### src/rtl/lut_pkg.sv
// Shared widths, FSM encoding and reset-time branch targets
// for the reverse target lookup.
package lut_pkg;

  localparam int ADDR_W = 5;
  localparam int TGT_W  = 11;
  localparam int DEPTH  = 2 ** ADDR_W;
  localparam int N_DEF  = 8;

  typedef enum logic [1:0] {
    S_IDLE   = 2'b00,
    S_SEARCH = 2'b01,
    S_DONE   = 2'b10
  } state_t;

  // Element 0 is the rightmost entry.
  localparam logic [N_DEF-1:0][TGT_W-1:0] DEF_TGT = {
    11'd83, 11'd76, 11'd74, 11'd51,
    11'd39, 11'd34, 11'd27, 11'd19
  };

  function automatic logic [TGT_W-1:0] def_tgt(input int i);
    if (i < N_DEF)
      return DEF_TGT[i[2:0]];
    return '0;
  endfunction

endpackage

### src/rtl/lut_reverse_search_target_table.sv
// Writable target table with valid bits, reset preload,
// one write port and two combinational read ports.
module target_table
  import lut_pkg::*;
(
  input  logic              CLK,
  input  logic              Reset_n,
  input  logic              i_wr_en,
  input  logic              i_wr_valid,
  input  logic [ADDR_W-1:0] i_wr_addr,
  input  logic [TGT_W-1:0]  i_wr_target,
  input  logic [ADDR_W-1:0] i_rd_addr_a,
  output logic [TGT_W-1:0]  o_rd_target_a,
  input  logic [ADDR_W-1:0] i_rd_addr_b,
  output logic [TGT_W-1:0]  o_rd_target_b,
  output logic              o_rd_valid_b
);

  logic [TGT_W-1:0] r_tgt [DEPTH];
  logic [DEPTH-1:0] r_vld;

  always_ff @(posedge CLK) begin
    if (!Reset_n) begin
      for (int i = 0; i < DEPTH; i++) begin
        r_tgt[i] <= def_tgt(i);
        r_vld[i] <= (i < N_DEF);
      end
    end else if (i_wr_en) begin
      r_tgt[i_wr_addr] <= i_wr_target;
      r_vld[i_wr_addr] <= i_wr_valid;
    end
  end

  assign o_rd_target_a = r_vld[i_rd_addr_a]
                       ? r_tgt[i_rd_addr_a] : '0;
  assign o_rd_target_b = r_tgt[i_rd_addr_b];
  assign o_rd_valid_b  = r_vld[i_rd_addr_b];

endmodule

### src/rtl/lut_reverse_search.sv
// Reverse lookup: sequentially scans the target table for a key
// and reports the lowest matching index.
module lut_reverse_search
  import lut_pkg::*;
(
  input  logic              CLK,
  input  logic              Reset_n,
  input  logic              WrEn,
  input  logic              WrValid,
  input  logic [ADDR_W-1:0] WrAddr,
  input  logic [TGT_W-1:0]  WrTarget,
  input  logic [ADDR_W-1:0] RdAddr,
  output logic [TGT_W-1:0]  RdTarget,
  input  logic              ReqValid,
  input  logic [TGT_W-1:0]  ReqTarget,
  output logic              ReqReady,
  output logic              RspValid,
  output logic              RspHit,
  output logic [ADDR_W-1:0] RspAddr,
  input  logic              RspAck
);

  state_t            r_state;
  logic [ADDR_W-1:0] r_idx;
  logic [TGT_W-1:0]  r_key;
  logic              r_rsp_valid;
  logic              r_hit;
  logic [ADDR_W-1:0] r_addr;

  logic [TGT_W-1:0]  w_cmp_tgt;
  logic              w_cmp_vld;
  logic              w_match;
  logic              w_last;

  target_table u_table (
    .CLK           (CLK),
    .Reset_n       (Reset_n),
    .i_wr_en       (WrEn),
    .i_wr_valid    (WrValid),
    .i_wr_addr     (WrAddr),
    .i_wr_target   (WrTarget),
    .i_rd_addr_a   (RdAddr),
    .o_rd_target_a (RdTarget),
    .i_rd_addr_b   (r_idx),
    .o_rd_target_b (w_cmp_tgt),
    .o_rd_valid_b  (w_cmp_vld)
  );

  // Table reads are pre-write, so a same-cycle write is not seen.
  assign w_match = w_cmp_vld && (w_cmp_tgt == r_key);
  assign w_last  = (r_idx == ADDR_W'(DEPTH - 1));

  always_ff @(posedge CLK) begin
    if (!Reset_n) begin
      r_state     <= S_IDLE;
      r_idx       <= '0;
      r_key       <= '0;
      r_rsp_valid <= 1'b0;
      r_hit       <= 1'b0;
      r_addr      <= '0;
    end else begin
      case (r_state)
        S_IDLE: begin
          if (ReqValid) begin
            r_key   <= ReqTarget;
            r_idx   <= '0;
            r_state <= S_SEARCH;
          end
        end
        S_SEARCH: begin
          if (w_match) begin
            r_hit       <= 1'b1;
            r_addr      <= r_idx;
            r_rsp_valid <= 1'b1;
            r_state     <= S_DONE;
          end else if (w_last) begin
            r_hit       <= 1'b0;
            r_addr      <= '0;
            r_rsp_valid <= 1'b1;
            r_state     <= S_DONE;
          end else begin
            r_idx <= r_idx + 1'b1;
          end
        end
        S_DONE: begin
          if (RspAck) begin
            r_rsp_valid <= 1'b0;
            r_state     <= S_IDLE;
          end
        end
        default: begin
          r_rsp_valid <= 1'b0;
          r_state     <= S_IDLE;
        end
      endcase
    end
  end

  assign ReqReady = (r_state == S_IDLE);
  assign RspValid = r_rsp_valid;
  assign RspHit   = r_hit;
  assign RspAddr  = r_addr;

endmodule

### config.mk
export PLATFORM = sky130hd
export DESIGN_NAME = lut_reverse_search
export DESIGN_NICKNAME = d
export VERILOG_FILES = /design/src/rtl/lut_pkg.sv /design/src/rtl/lut_reverse_search_target_table.sv /design/src/rtl/lut_reverse_search.sv
export SDC_FILE = /design/constraint.sdc
export NUM_CORES = 1
export LEC_CHECK = 0
export CAP_MARGIN = 30
export CORE_MARGIN = 5
export CORE_UTILIZATION = 55
export DETAILED_ROUTE_END_ITERATION = 10
export PLACE_DENSITY_LB_ADDON = 0.2
export SYNTH_ARGS = -nofsm -noshare
export SYNTH_HDL_FRONTEND = slang
export SYNTH_SLANG_ARGS = --single-unit
### constraint.sdc
create_clock -name CLK -period 12.4 [get_ports CLK]
set_clock_uncertainty 0.2 [all_clocks]
set_input_delay 2.48 -clock CLK [delete_from_list [all_inputs] [get_ports CLK]]
set_output_delay 2.48 -clock CLK [all_outputs]
set_load 0.02 [all_outputs]
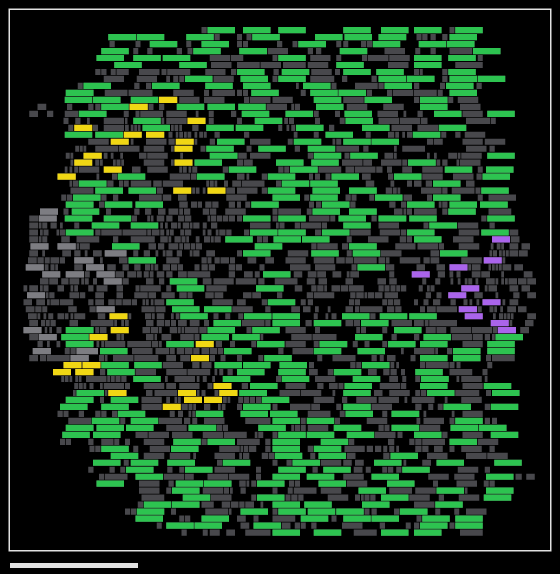
(run_1/ff_map.png)
Scale bar: 50 um.
[purple] r_key | placed flops: 11 | where: east
[yellow] u_table.r_vld | placed flops: 32
[green] u_table.r_tgt | placed flops: 352 | where: spread over the die
not coloured: 19

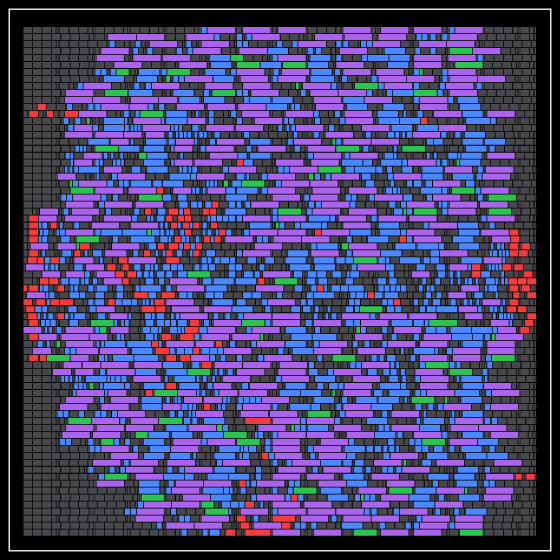
(run_1/class_map.png)
Fill, decap, tap and diode cells in grey.
[purple] registers | cells: 414 | share of their area: 49%
[red] remaining buffers and delay cells | cells: 129 | share of their area: 5.2%
[green] clock drivers and dummy loads | cells: 84 | share of their area: 6.1%
[blue] remaining logic cells | cells: 1054 | share of their area: 40%
FP Rows: 73
post-layout util: 62.75%
fraction of area in registers: 47.41%
core area: 0.03973 sq mm

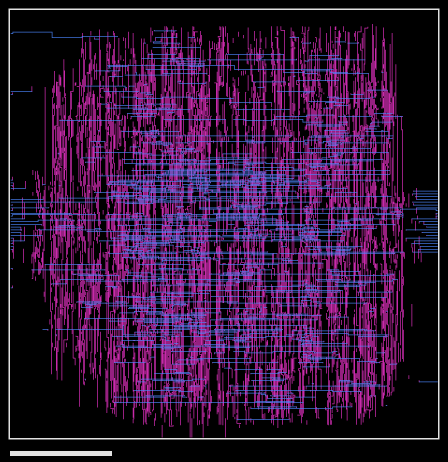
(run_1/layers.png)
Scale bar: 50 um. Only two layers are drawn.
[blue] M3 | wire length: 10400 um
[magenta] M2 | wire length: 32.2 mm

==> ci_impl_report.md, run 1 <==
## Implementation flow summary

| Metric | Value |
|---|---|
| FILL cells | 2959 |
| Switching share of power | 24.37% |
| Final std cells w/o fill | 2207 |
| DP Wirelength | 47420 um |
| Global-route wire length before repair | 103800 um |
| Non-CTS inverters | 33 |
| Clock power frac | 41.0% |
| CP Max Fanout | 52 |
| Clock sinks | 414 |
| Status | finished, final reports clean |
| Gp weighted congestion | 0.8988 |
| GR Overflow Total | 0 |
| Seq pwr share | 48.8% |
| Clk_lat worst skew | 0.59 ns |
| Most flops, register | u_table.r_tgt |
| Clock buffers | 63 |
| Share of cells above drive strength 1 | 21.89% |
| Max-slew headroom | 26.34% |
| Bufs on Longest Clock Path | 3 |
| Worst r2r path cells | 11 |
| Crit end category | output port |
| Tmin final | 8.751 ns |
| Chip Height | 210.5 um |
| Logic area | 0.009575 sq mm |
| Hold EP | RspAddr[1]$_SDFFE_PN0P_ |
| Dominant Register Cell | edfxtp_1 |
| Final setup viols | 0 |
| Antenna viol nets, final | 0 |
| Lkg Pwr | 8.314 nW |
| Delay of the slowest cell on the worst path | 0.80 ns |
| Total track usage | 32.30% |
| Critical Path Start Type | input pin |
| Ys async rst share | 0% |
| Hold Slack | 0.2587 ns |
| Initial antenna violation count | 3 |
| Iteration-0 DRC Markers | 2105 |
| Worst r2r dst | r_idx[1]$_SDFFE_PN0P_ |
| FP Util | 55.64% |
| Seq group | 1.63 mW |
| Final instance area | 0.02493 sq mm |
| Die X | 210.5 um |
| Slowest-stage cell, CP | buf_4 |
| Final hold vios | 0 |
| Synth warn | 0 |
| DP Worst Slack | 3.636 ns |
| CP Capture Point | RdTarget[5] |
| R2R Setup Slk | 6.56 ns |
| Arrival time at the worst endpoint | 6.07 ns |
| CP startpoint | RdAddr[0] |
| Worst Max-Slew Pin Slew | 1.101 ns |
| Plain + repair buffers | 129 |
| Synthesized Nets | 1657 |
| Power in the clock group | 1.37 mW |
| Max-cap viol count | 0 |
| Io pins | 57 |
| Detailed-router iteration count before antenna repair | 6 |
| Number of flops mapped to enable cells by yosys | 352 |
| Crit path kind | in2out |
| Post-CTS sizing | 0 |
| P_comb | 0.341 mW |
| Die area | 0.04430 sq mm |
| Final Cycle Share | 70.57% |
| Most frequent cells in the layout | 352 x edfxtp_1, 335 x and2_1, 182 x mux4_2 |
| CTS tree | done |
| CTS root buf | clkbuf_16 |
| I/O Buffers | 56 |
| WHS Path Cells | 2 |
| Tap cells | 525 |
| Int Power | 2.526 mW |
| Top Registers | u_table.r_tgt: 352 flops, u_table.r_vld: 32 flops, r_key: 11 flops |
| Ys cells | 1617 |
| Max Fclk | 114.3 MHz |
| Combinational share of cell area | 38.41% |
| Layout area overhead | 12.79% |
| # diodes | 1 |
| Stages on the worst setup path | 7 |
| Vias in the first global route | 15245 |
| Worst hold-check path type | reg2reg |
| PnR worst setup slack | 3.649 ns |
| Gate power share | 10.2% |
| Via density | 6.859 |
| Max reg flops | 352 |
| DRC viols | 0 |
| Tool warning count | 26 |
| Biggest Area Class | flip-flops and latches |
| Num sequential | 414 |
| Net Sw Power | 0.8138 mW |
| Combinational gates | 1021 |
==> run 1: metal layers <==
layer | vias up | part of all wire [%] | routed length [um] | global-route usage, %
met2 | 1264 | 45 | 32160 | 48.51
met4 | 0 | 4.5 | 3190 | 12.25
li1 | 6154 | - | - | -
met5 | - | 0 | 0 | 0
met3 | 216 | 14 | 10380 | 11.49
met1 | 7504 | 36 | 25870 | 43.94
==> run 1: cells by family after synthesis <==
| group | after synthesis | synth area share [%] |
|---|---|---|
| DFF | 414 | 53.43 |
| and+or+nand+nor | 583 | 14.85 |
| muxes | 268 | 23.13 |
| xor gates and xnor gates | 9 | 0.3566 |
| buffers and inverters | 182 | 3.628 |
| AOI/OAI and AO/OA | 159 | 4.483 |
| adders and majority gates | 2 | 0.1132 |
==> run 2, diff against run 1 <==
clock period = 7.8 ns   (was 12.4 ns; I/O delays follow)
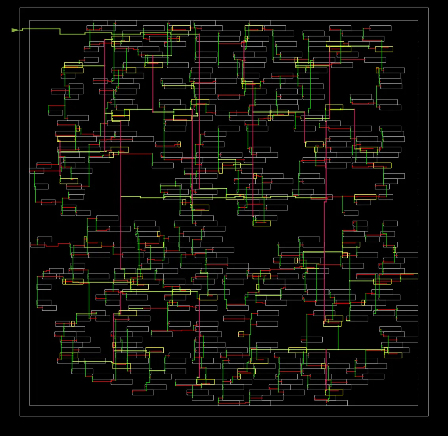
(run_2/clock_nets.png)
clock buffers: 63
clock sinks: 414
num sequential: 414
power in the clock group: 2.15 mW
clk_lat worst skew: 0.58 ns

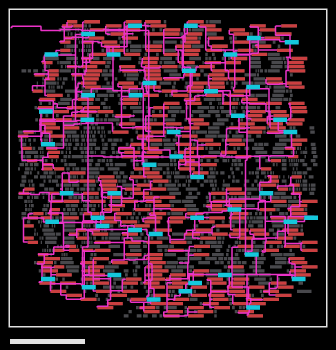
(run_2/clock_wires.png)
Scale bar: 50 um.
[magenta] clock wires | length: 5280 um
[cyan] clock-net drivers | count: 46
[red] flip-flops | count: 414
routed clock nets: 47
Clock power frac: 40.6%

==> run 2 against run 1 <==
Sequential share of layout area is 0.057 points lower. Register-to-register slack worse by 3.8 ns. Final cell count is 0.27% higher. Clock power is 57% higher. Area after synthesis stayed put. Setup slack worse by 2.4 ns. Non-clock buffer count is 2 higher. Utilization is 0.076 points higher. Worst hold slack worse by 0.0049 ns. Global-route usage is 0.15 points higher. Highest routed layer is now met5. Largest cell class unchanged. Via count is 0.55% higher. First-iteration DRC count is 22% higher.
==> ci_impl_report.md, run 2 <==
## Implementation flow summary

| Metric | Value |
|---|---|
| Worst Max-Slew Pin Slew | 1.101 ns (-0.0006744 ns) |
| Arrival time at the worst endpoint | 4.75 ns (-1.32 ns) |
| DP Wirelength | 48560 um (+2.4%) |
| PnR worst setup slack | 1.292 ns (-2.357 ns) |
| Final hold vios | 0 (unchanged) |
| CP Max Fanout | 44 (-15%) |
| Delay of the slowest cell on the worst path | 0.57 ns (-0.23 ns) |
| CP startpoint | RdAddr[0] |
| Hold Slack | 0.2537 ns (-0.004933 ns) |
| Final instance area | 0.02496 sq mm (+0.12%) |
| Crit path kind | in2out |
| # diodes | 4 (+3) |
| Crit end category | output port |
| Biggest Area Class | flip-flops and latches |
| Antenna viol nets, final | 0 (unchanged) |
| Max-slew headroom | 26.34% (about the same) |
| P_comb | 0.545 mW (+60%) |
| Post-CTS sizing | 0 (unchanged) |
| Worst r2r path cells | 9 (-2) |
| Switching share of power | 24.28% (-0.091 points) |
| Final Cycle Share | 83.43% |
| Tap cells | 525 (unchanged) |
| Dominant Register Cell | edfxtp_1 |
| Status | finished, final reports clean |
| Top Registers | u_table.r_tgt: 352 flops, u_table.r_vld: 32 flops, r_key: 11 flops |
| Int Power | 4.001 mW (+58%) |
| Most frequent cells in the layout | 352 x edfxtp_1, 335 x and2_1, 182 x mux4_2 |
| Chip Height | 210.5 um (unchanged) |
| Seq group | 2.59 mW (+59%) |
| Most flops, register | u_table.r_tgt |
| Initial antenna violation count | 3 (unchanged) |
| Io pins | 57 (unchanged) |
| Gp weighted congestion | 0.9422 (+4.8%) |
| Final std cells w/o fill | 2213 (+0.27%) |
| Gate power share | 10.3% (about the same) |
| FILL cells | 2963 (+0.14%) |
[run 2: cell counts after synthesis]
No cell type changed its count.
[run 2: kinds of logic (layout without fill, tap and decap cells)]
| group | after synthesis | after routing | synth area share (%) |
|---|---|---|---|
| buffers and inverters | 182 | 249 | 3.628 |
| other | 0 | 4 | 0 |
| AND/OR/NAND/NOR | 583 | 583 | 14.85 |
| multiplexers | 268 | 268 | 23.13 |
| flip-flops | 414 | 414 | 53.43 |
| AND-OR/OR-AND | 159 | 159 | 4.483 |
| XOR/XNOR | 9 | 9 | 0.3566 |
| adder cells (fa/ha/maj) | 2 | 2 | 0.1132 |
[run 2: metal layers]
layer  GRT usage [%]  vias up  share of wire (%)
li1                -     6163                  -
met1           44.96     7654                 38
met2           47.98     1172                 44
met3           10.45      229                 14
met4           13.73        4                4.9
met5               0        -              0.052
Power is estimated from default activity; no workload was simulated.
